Fig. 1: M1 wires
Scale bar: 50 µm. Supply wires on this layer in gray.
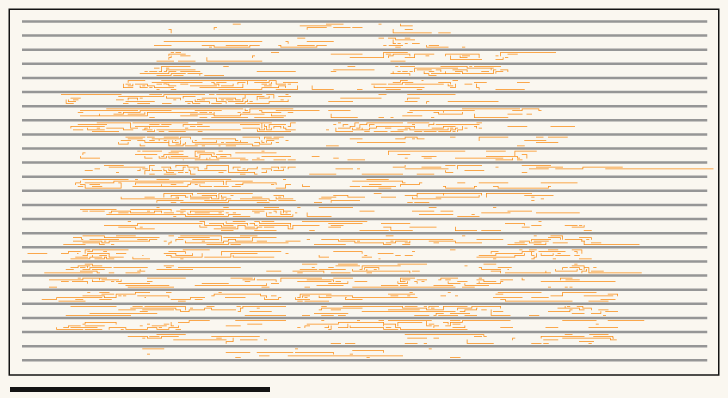
Fig. 2: met2 routing
Scale bar: 50 µm.
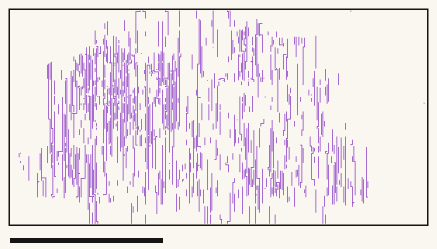
Fig. 3: the metal 3 layer
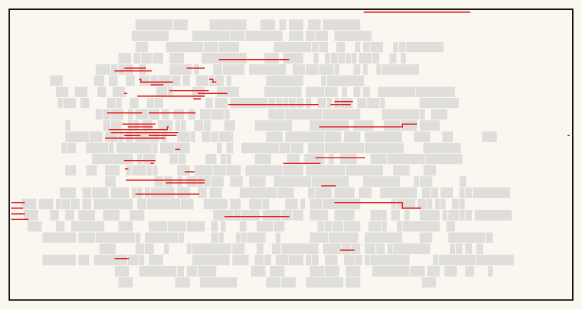
### config.mk
export PLATFORM = sky130hd
export DESIGN_NAME = alien_fleet_ctrl
export DESIGN_NICKNAME = d
export VERILOG_FILES = /design/src/rtl/alien_fleet_ctrl.sv
export SDC_FILE = /design/constraint.sdc
export NUM_CORES = 1
export LEC_CHECK = 0
export CAP_MARGIN = 20
export CORE_ASPECT_RATIO = 0.5
export CORE_MARGIN = 2
export CORE_UTILIZATION = 45
export CTS_BUF_LIST = sky130_fd_sc_hd__clkbuf_8
export CTS_CLUSTER_DIAMETER = 100
export CTS_CLUSTER_SIZE = 30
export DETAILED_ROUTE_END_ITERATION = 12
export PLACE_DENSITY = 0.74
export SETUP_SLACK_MARGIN = 0.3
export SYNTH_ARGS = -nofsm -noshare
export SYNTH_HDL_FRONTEND = slang
export SYNTH_SLANG_ARGS = --single-unit
### constraint.sdc
create_clock -name clk -period 6.95 [get_ports clk]
set_input_delay 0.695 -clock clk [delete_from_list [all_inputs] [get_ports clk]]
set_output_delay 0.695 -clock clk [all_outputs]
set_load 0.05 [all_outputs]
### src/rtl/alien_fleet_ctrl.sv
// Fleet controller for one alien row: march direction, step strobe, fleet x-offset and LFSR fire selection.
// Latency: every output is registered; a counter wrap on edge n appears on the outputs after edge n.
// Backpressure: none; enable=0 freezes the counters and the LFSR and suppresses the step/drop/fire pulses.
module alien_fleet_ctrl #(
  parameter int          N_ALIENS    = 8,
  parameter int          XW          = 8,
  parameter int          X_MIN       = 0,
  parameter int          X_MAX       = 15,
  parameter int          STEP_PERIOD = 1000,
  parameter int          FIRE_PERIOD = 1500,
  parameter logic [15:0] LFSR_SEED   = 16'hACE1
) (
  input  logic                clk,
  input  logic                rst_n,
  input  logic                enable,
  input  logic [N_ALIENS-1:0] alive,
  output logic                dir,
  output logic [XW-1:0]       fleet_x,
  output logic                step,
  output logic                drop,
  output logic [N_ALIENS-1:0] fire,
  output logic                wave_clear
);

  localparam int IW = (N_ALIENS > 1) ? $clog2(N_ALIENS) : 1;
  localparam int SW = $clog2(STEP_PERIOD);
  localparam int FW = $clog2(FIRE_PERIOD);

  localparam logic [XW-1:0] XMIN_V = XW'(X_MIN);
  localparam logic [XW-1:0] XMAX_V = XW'(X_MAX);
  localparam logic [SW-1:0] STEP_LAST = SW'(STEP_PERIOD - 1);
  localparam logic [FW-1:0] FIRE_LAST = FW'(FIRE_PERIOD - 1);

  logic [SW-1:0]       step_cnt;
  logic [FW-1:0]       fire_cnt;
  logic [15:0]         lfsr;
  logic                lfsr_fb;
  logic                step_wrap;
  logic                fire_wrap;
  logic                dir_nxt;
  logic                drop_nxt;
  logic [XW-1:0]       x_nxt;
  logic [N_ALIENS-1:0] fire_sel;
  logic [IW-1:0]       start_idx;
  logic [IW-1:0]       probe_idx;
  logic                found;

  assign step_wrap = enable && (step_cnt == STEP_LAST);
  assign fire_wrap = enable && (fire_cnt == FIRE_LAST);
  // Fibonacci feedback for taps 16,14,13,11 with the register shifting toward bit 0.
  assign lfsr_fb   = lfsr[0] ^ lfsr[2] ^ lfsr[3] ^ lfsr[5];

  // Next march position: reverse with a drop at either edge, otherwise move one column.
  always_comb begin
    dir_nxt  = dir;
    x_nxt    = fleet_x;
    drop_nxt = 1'b0;
    if (step_wrap) begin
      if (dir && (fleet_x == XMAX_V)) begin
        dir_nxt  = 1'b0;
        drop_nxt = 1'b1;
      end else if (!dir && (fleet_x == XMIN_V)) begin
        dir_nxt  = 1'b1;
        drop_nxt = 1'b1;
      end else if (dir) begin
        x_nxt = fleet_x + XW'(1);
      end else begin
        x_nxt = fleet_x - XW'(1);
      end
    end
  end

  // Shooter pick: first living alien at or above the LFSR start index, wrapping around the row.
  always_comb begin
    start_idx = lfsr[IW-1:0];
    probe_idx = start_idx;
    found     = 1'b0;
    fire_sel  = '0;
    for (int i = 0; i < N_ALIENS; i++) begin
      probe_idx = start_idx + IW'(i);
      if (!found && alive[probe_idx]) begin
        found    = 1'b1;
        fire_sel = N_ALIENS'(1) << probe_idx;
      end
    end
  end

  // Counters, LFSR and registered outputs; pulses last exactly one cycle.
  always_ff @(posedge clk or negedge rst_n) begin
    if (!rst_n) begin
      step_cnt   <= '0;
      fire_cnt   <= '0;
      lfsr       <= LFSR_SEED;
      dir        <= 1'b1;
      fleet_x    <= XMIN_V;
      step       <= 1'b0;
      drop       <= 1'b0;
      fire       <= '0;
      wave_clear <= 1'b0;
    end else begin
      wave_clear <= (alive == '0);
      step       <= step_wrap;
      drop       <= drop_nxt;
      fire       <= fire_wrap ? fire_sel : '0;
      dir        <= dir_nxt;
      fleet_x    <= x_nxt;
      if (enable) begin
        step_cnt <= step_wrap ? '0 : step_cnt + SW'(1);
        fire_cnt <= fire_wrap ? '0 : fire_cnt + FW'(1);
        lfsr     <= {lfsr_fb, lfsr[15:1]};
      end
    end
  end

endmodule

==> run notes <==
Implementation results.

The transition time at the pin with the least slew margin is 0.849 ns. The share of cells above drive strength 1 is 15.8%. The growth of design area from synthesis to finish is 14.0%. The level count of the clock H-tree is 3. The initial antenna violation count is 0.

The destination of the critical timing path is fire[4]. The HPWL reported at the end of detailed placement is 5.55 mm. Yosys stat counts 397 cells in the synthesized netlist.

The part of the Yosys area used for sequential elements is 36.4%. The average via count per standard cell is 5.72. The floorplan die width is 136 µm. The tally of nets with antenna violations remaining after routing is 0.

The arrival time at the worst endpoint is 4.22 ns. The minimum clock period is 3.99 ns. The beginning of the worst register-to-register path is lfsr[0].

The highest fanout seen on the critical path is 17. The post-synth area from yosys stat is 3950 µm². The synthesis log from Yosys contains 0 warnings.

The number of global-route vias before repair is 2945. The number of synthesized register bits is 57. TritonCTS built the clock tree. Per the synth stats, the flop cell with the highest instance count is dfrtp_1.

After filler insertion, the fill cell instance count of the layout stands at 739. The clock reaches the later pin of the worst-skew pair after 0.33 ns. The setup TNS is 0 ns. The power density over the cells is 364 nW/µm². The row count is 24. The total met2 wirelength after detailed routing is 3.73 mm. The analysis attributes to cell leakage a power of 0.00178 µW.

The sum of met3 wire segment lengths after detailed routing is 384 µm. Endpoints failing hold in the final report were tallied at 0. The area fraction of the dominant cell type after synthesis is 30.4%.

In this run the top signal layer used is met4. The worst setup path startpoint is lfsr[0]. The timing report gives the worst reg2reg path a setup slack of 2.96 ns. Entering global routing, the biggest net connects 58 pins.

STA classifies the critical path endpoint as a flop. The number of setup violations in the final report is 0. The cell count after synthesis is 397. The critical path startpoint category is a flop. The repair_antennas step left the layout with diodes totalling 0. CTS saw 57 sinks. The class of the most critical hold timing path is reg2reg.

The run finished with clean final reports. The worst clock skew is 0.0102 ns. Setup repair after global routing left no endpoint under its margin. The depth of the worst register-to-register path is 9. The endpoint of the most critical register-to-register path is fire[4].
## Picture notes: Fig. 1
- longest straight run: 26.2 µm
- share of all routed wire: 48%
- main direction: horizontal
- wire length on this layer: 3850 µm
- nets with wire on the layer: 418
Routed WL: 8.08 mm
global-route met1 utilization: 25.2%
via total after detailed routing: 3099

## Picture notes: Fig. 2
- longest straight run: 34.0 µm
- share of all routed wire: 46%
- wire length on this layer: 3730 µm
met2 track demand over resource in global routing: 28.8%

## Picture notes: Fig. 3
- share of all routed wire: 4.8%
- longest straight run: 25.5 µm
- wire length on this layer: 385 µm
- main direction: horizontal
- nets with wire on the layer: 35
met3 capacity usage during global routing: 4.14%

## logic make-up after synthesis
kind of cell,after synthesis,share of synthesized area [%]
adder cells (fa/ha/maj),15,4.95
AND/OR/NAND/NOR,134,17.3
AND-OR/OR-AND,96,18.4
buffers and inverters,30,3.52
multiplexers,37,13.0
flip-flops,57,36.4
XOR/XNOR,28,6.41
## per-layer routing
metal  global-route usage [%]  vias to the layer above
li1                         -                     1519
met1                     25.2                     1482
met2                     28.8                       87
met3                     4.14                       11
met4                     6.37                        0
met5                        0                        -
## per-stage QoR
step,instances,utilization [%],instance area (µm²)
floorplan,397,-,3950
global placement,526,49.9,4300
detailed placement,526,49.9,4300
CTS,542,52.2,4500
global route,542,52.2,4500
finish,542,52.2,4500
## worst min path at each step
stage,end,depth (start not counted),startpoint,slack (ns)
6_report,step_cnt[9],1,step_cnt[9],0.48
2_1_floorplan,drop,0,rst_n,0.40
5_1_grt,step_cnt[9],1,step_cnt[9],0.51
4_1_cts,step_cnt[9],1,step_cnt[9],0.49
3_3_place_gp,step_cnt[7],1,step_cnt[7],0.46
3_5_place_dp,lfsr[15],2,lfsr[15],0.48
## worst max-delay path, cell delays in order (launching register included)
cell	delay [ns]
dfstp_2	0.79
inv_1	0.20
ha_1	0.47
mux2_1	0.40
o22ai_1	0.35
o21ai_2	0.23
nand2_1	0.28
nor4b_4	0.73
a31oi_1	0.12
a221oi_2	0.31
## sequential cells by signal, summed over array words and instances, names as in the netlist
signal and flops:
fleet_x 8, wave_clear 1, dir 1, step 1
drop 1, fire_cnt 11, lfsr 16, fire 8
step_cnt 10
## final cells by class
cell class                 instances  area [µm²]  share of cell area, %
clock inverter                     6        58.8                   1.31
multi-input combinational        310        2370                   52.7
sequential                        57        1440                   32.0
tap                              117         146                   3.26
timing repair buffer              32         310                   6.90
clock buffer                      10         138                   3.06
inverter                          10        37.5                  0.835
## where the power goes
group / leakage (µW) / internal, µW / switching (µW)
combinational: 0.000961 / 334 / 465
sequential: 0.000721 / 429 / 106
clock: 0.0000995 / 173 / 133
## cell usage in the layout (no fill, tap or decap), drive strengths merged, types with 5 or more instances in the layout
cell / netlist / final
xnor2: 17 / 17
and3: 12 / 12
a311oi: 5 / 5
dfrtp: 48 / 48
ha: 14 / 14
nand2: 42 / 42
nor2: 29 / 29
a21oi: 12 / 12
nand3: 18 / 18
o22ai: 5 / 5
a21boi: 7 / 7
clkbuf: 11 / 10
clkdlybuf4s50: 0 / 29
a31oi: 7 / 7
mux4: 7 / 7
mux2: 26 / 26
xor2: 11 / 11
inv: 10 / 11
o21ai: 24 / 24
dfstp: 9 / 9
a221oi: 6 / 6
Power figures rest on the tool's default switching activity, not on a simulated workload.
